==> config.mk <==
export PLATFORM = sky130hd
export DESIGN_NAME = y_line_writer
export DESIGN_NICKNAME = d
export VERILOG_FILES = /design/src/rtl/y_line_writer_pkg.sv /design/src/rtl/y_line_merge.sv /design/src/rtl/y_line_writer.sv
export SDC_FILE = /design/constraint.sdc
export NUM_CORES = 1
export LEC_CHECK = 0
export CORE_AREA = 2 2 221 223
export DETAILED_ROUTE_END_ITERATION = 8
export DIE_AREA = 0 0 223 225
export PLACE_DENSITY = 0.78
export REMOVE_ABC_BUFFERS = 1
export SETUP_SLACK_MARGIN = 0.15
export SLEW_MARGIN = 20
export SYNTH_ARGS = -nofsm -noshare
export SYNTH_HDL_FRONTEND = slang
export SYNTH_SLANG_ARGS = --single-unit
==> constraint.sdc <==
create_clock -name clock -period 9.7 [get_ports clock]
set_clock_uncertainty 0.2 [all_clocks]
set_input_delay 1.94 -clock clock [delete_from_list [all_inputs] [get_ports clock]]
set_output_delay 1.94 -clock clock [all_outputs]
set_load 0.02 [all_outputs]
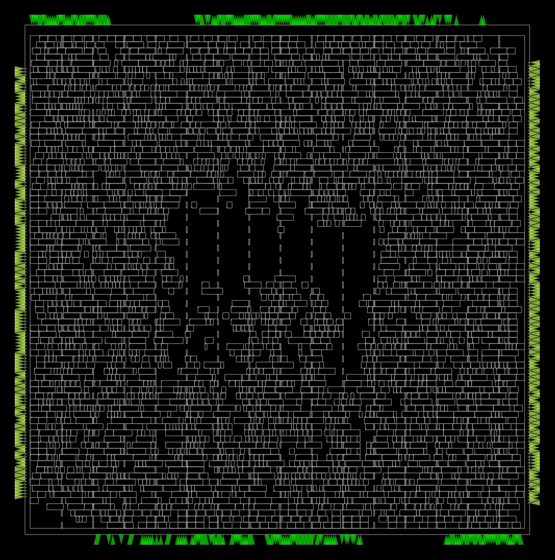
Run 1: cell placement
total core area: 47500 um2
FP Rows: 80
Filler Cell Count: 3852

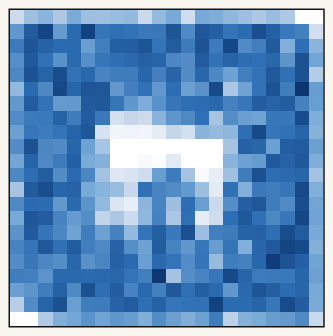
Run 1: placement density heat map
The die is cut into 22 by 22 equal tiles; white is low, dark blue is high, 0 to 100% covered.
nearly empty tiles: 3.7%
tiles over 75% full: 32%
emptiest ninth of the die: centre
mean over tiles: 62%
utilization of the core after routing: 0.666
pre-placement core utilization: 0.504

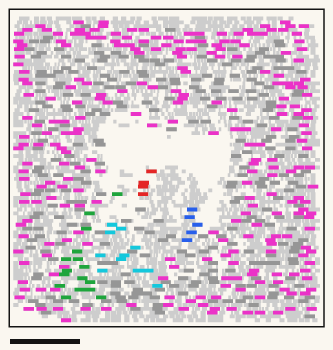
Run 1: sequential cells grouped by signal name
The bar under the picture is 50 um long. Other sequential cells in the stronger grey, the rest of the logic in the fainter grey.
legend:
  magenta:
    netlist_name: mem_wrData
    sequential_cells: 256
    where: all over the die
  red:
    netlist_name: pendSlot_r
    sequential_cells: 4
    where: centre
  blue:
    netlist_name: idleCnt_r
    sequential_cells: 5
  cyan:
    netlist_name: bufAddr_r
    sequential_cells: 11
  green:
    netlist_name: pendData_r
    sequential_cells: 16
    where: south-west
not coloured: 288
share of cell area taken by flip-flops and latches: 0.367
area taken by flip-flops and latches: 11600 um2
power in sequential cells: 2620 uW

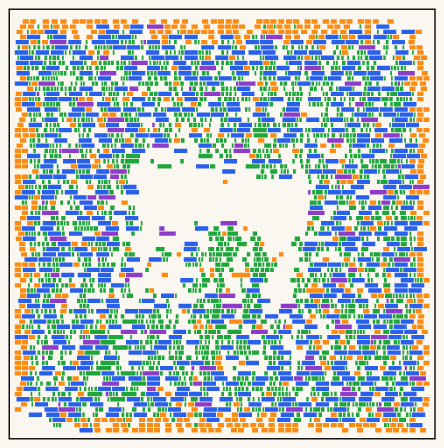
Run 1: cell classes on the final placement
legend:
  purple:
    class: clock drivers and dummy loads
    cells: 104
  blue:
    class: sequential cells
    cells: 580
  green:
    class: remaining logic cells
    cells: 2138
  orange:
    class: remaining buffers and delay cells
    cells: 592
final cell area excluding filler cells: 31700 um2

==> reports/results.md, run 1 <==
| Quantity | Value | Unit |
|---|---|---|
| Status | completed | - |
| Vias after detailed routing | 24900 | - |
| Placer congestion estimate | 0.904 | - |
| Transition time of the tightest slew-check pin | 1160 | ps |
| Combinational gate power | 960 | uW |
| Worst slew slack as a fraction of its limit | 0.207 | - |
| Number of gates resized after cts | 0 | - |
| Worst slack after detailed placement | 2640 | ps |
| Class of the most critical setup path | in -> reg | - |
| GR Layer Usage met3 | 0.0996 | - |
| Yosys stat area | 24000 | um2 |
| Number of setup buffers added after CTS | 0 | - |
| Share of the synthesized area in the top cell type | 0.484 | - |
| Number of pins with negative max-slew slack in the final report | 0 | - |
| Minimum clock period | 6330 | ps |
| Number of flops mapped to enable cells by yosys | 0 | - |
| Vias in the first global route | 23500 | - |
| Die area | 50200 | um2 |
| Maximum buffer depth of the clock tree | 3 | - |
| RSZ-0062 raised after global routing | no | - |
| Sequence of cells on the critical path | clkdlybuf4s50_1 -> mux2i_2 -> ha_1 -> or4b_2 -> o31ai_4 -> o21ai_0 -> a31oi_1 | - |
| Signed area change from the synthesized netlist to the final layout | 32.0 | % |
| Heaviest power group | sequential cells | - |
| Vias/cell | 6.17 | - |
| Top cells excl fill/tap | 698 x sky130_fd_sc_hd__nand2_1, 580 x sky130_fd_sc_hd__dfxtp_1, 561 x sky130_fd_sc_hd__clkdlybuf4s50_1 | - |
| Least setup slack across all paths after layout | 3370 | ps |
| Area contributors post-synth | sky130_fd_sc_hd__dfxtp_1 48%, sky130_fd_sc_hd__nand2_1 11%, sky130_fd_sc_hd__a21oi_1 7.7% | - |
| Crit end category | flop | - |
| Total met3 wirelength after detailed routing | 10000 | um |
| Synth unique cells | 63 | - |
| Met1 Track Usage GR | 0.430 | - |
| Count of unresolved DRC violations after routing | 0 | - |
| Horizontal die dimension | 223 | um |
| Setup TNS | 0 | ps |
| Relative contribution of the clock network to total power | 0.382 | - |
| Placed inst area | 29700 | um2 |
| Number of port buffers | 562 | - |
| Buffers and inverters on the worst path | 1 | - |
| Share of cells above drive strength 1 | 0.0715 | - |
==> run 1: layout make-up <==
class                      instances  area, um2  area share
antenna                           13       32.5     0.00103
timing repair buffer             592       5920       0.187
inverter                          12       52.6     0.00166
multi-input combinational       2126      11400       0.361
sequential                       580      11600       0.367
tap                              615        769      0.0243
clock inverter                    16        115     0.00364
clock buffer                      88       1740      0.0548
==> run 1: cells by family (layout without fill, tap and decap cells) <==
family | after synthesis | in the layout | synth area share
fa+ha+maj | 7 | 7 | 0.00365
compound gates | 950 | 950 | 0.235
xor+xnor | 13 | 13 | 0.00475
other cells | 0 | 13 | 0
flops | 580 | 580 | 0.484
buf+inv | 311 | 708 | 0.0521
mux | 27 | 27 | 0.0118
simple gates | 1129 | 1129 | 0.209
Run 1, M3 wires:
The bar under the picture is 50 um long.
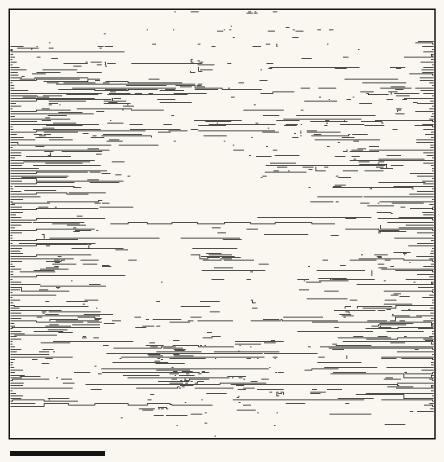

==> run 2: changes to the inputs <==
Settings changed: CORE_AREA 2 2 221 223 to not set, CORE_UTILIZATION set to 45, DIE_AREA 0 0 223 225 to not set, PLACE_DENSITY 0.78 to 0.74.
Clock period 9.7 ns to 5.5 ns, I/O delays scaled along.
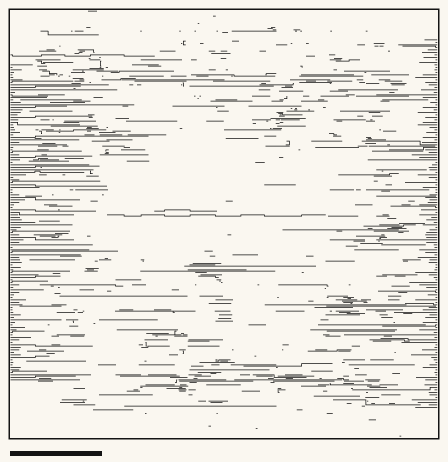
Run 2: M3 wires
The bar under the picture is 50 um long.
longest straight run: 82.6 um
share of all routed wire: 9.6%
wire length on this layer: 8890 um
nets with wire on the layer: 543
overall routed net length: 92300 um
GR Layer Usage met3: 0.0762
vias after detailed routing: 24500

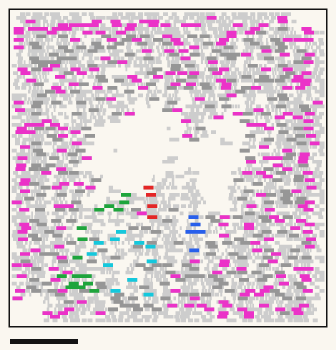
Run 2: sequential cells grouped by signal name
The bar under the picture is 50 um long. Other sequential cells in the stronger grey, the rest of the logic in the fainter grey.
legend:
  green:
    netlist_name: pendData_r
    sequential_cells: 16
    where: south-west
  cyan:
    netlist_name: bufAddr_r
    sequential_cells: 11
  magenta:
    netlist_name: mem_wrData
    sequential_cells: 256
    where: all over the die
  red:
    netlist_name: pendSlot_r
    sequential_cells: 4
    where: centre
  blue:
    netlist_name: idleCnt_r
    sequential_cells: 5
share of cell area taken by flip-flops and latches: 0.363
power in sequential cells: 4620 uW
utilization of the core after routing: 0.608

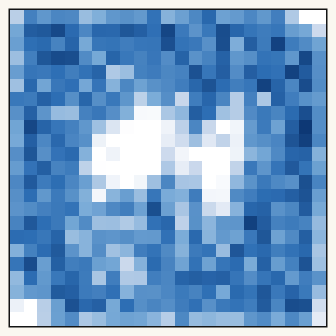
Run 2: placement density heat map
The die is cut into 23 by 23 equal tiles; white is low, dark blue is high, 0 to 100% covered.
tiles over 75% full: 21%
mean over tiles: 57%
emptiest ninth of the die: centre
nearly empty tiles: 5.5%
total core area: 52700 um2
pre-placement core utilization: 0.455

==> run 2 against run 1 <==
Worst hold slack better by 1.7 ps. First-iteration DRC count down 19%. Die area up 8.1%. Non-clock buffer count up 19. Flip-flop count unchanged. Wire length down 0.15%. Global-route usage down 2.3 points. Count of clock-buffer cells in the layout down 2. Critical endpoint is now lineBuf_r[169]$_SDFFE_PN0P_. Largest cell class unchanged.
==> reports/results.md, run 2 <==
| Quantity | Value | Unit |
|---|---|---|
| Count of inverters not on the clock network in the layout | 12 | - |
| Die area | 54200 | um2 |
| Number of setup buffers added after CTS | 0 | - |
| Placed inst area | 30000 | um2 |
| Filler Cell Count | 4450 | - |
| Post-synthesis share of cell area spent on and, or, nand and nor gates | 0.209 | - |
| Sequence of cells on the critical path | and3b_4 -> buf_4 -> mux2i_2 -> o211ai_1 -> nand2b_1 -> and3_1 -> o221a_2 | - |
| Status | completed | - |
| Cell class with the largest area share | registers | - |
| RSZ-0062 raised after global routing | no | - |
| Number of multi-input combinational cells in the layout | 2126 | - |
| Horizontal die dimension | 233 | um |
| Vias in the first global route | 23300 | - |
| Number of port buffers | 562 | - |
| Synth unique cells | 63 | - |
| Final cell area excluding filler cells | 32000 | um2 |
| Relative contribution of the clock network to total power | 0.395 | - |
| Crit end category | flop | - |
| Multiplexer share of the synthesized area | 0.0118 | - |
| Number of signal-net buffers in the layout | 611 | - |
| Transition time of the tightest slew-check pin | 1140 | ps |
| Largest logic family | AND-OR/OR-AND gates | - |
| Signed area change from the synthesized netlist to the final layout | 33.4 | % |
| Least setup slack across all paths after layout | 958 | ps |
| Count of antenna diodes in the layout | 5 | - |
| Vias/cell | 5.94 | - |
| Area taken by flip-flops and latches | 11600 | um2 |
| Number of pins with negative max-slew slack in the final report | 0 | - |
| Synth Area in Adders | 0.00365 | - |
| Area fraction in compound gates | 0.235 | - |
| Share of the synthesized area in the top cell type | 0.484 | - |
| Class of the most critical setup path | reg -> reg | - |
| Area share of xor/xnor cells in the synthesized design | 0.00475 | - |
| Logic share of the area | 0.357 | - |
-- run 2: cell count changes in the layout (fill, tap and decap cells not counted), moves of 3 or more --
cell	before	now
sky130_fd_sc_hd__inv_6	1	4
sky130_fd_sc_hd__buf_4	23	43
sky130_fd_sc_hd__clkinv_2	12	7
sky130_fd_sc_hd__buf_12	1	5
sky130_fd_sc_hd__bufinv_16	1	5
sky130_fd_sc_hd__buf_6	5	1
sky130_fd_sc_hd__diode_2	13	5
-- run 2: routing by layer --
metal / vias up / global-route usage / wire length, um
li1: 11300 / - / -
met1: 11600 / 0.416 / 36800
met2: 1319 / 0.532 / 43100
met3: 208 / 0.0762 / 8890
met4: 10 / 0.137 / 3380
met5: - / 0 / 72
No activity file was given, so power comes from the tool's default toggle rates.
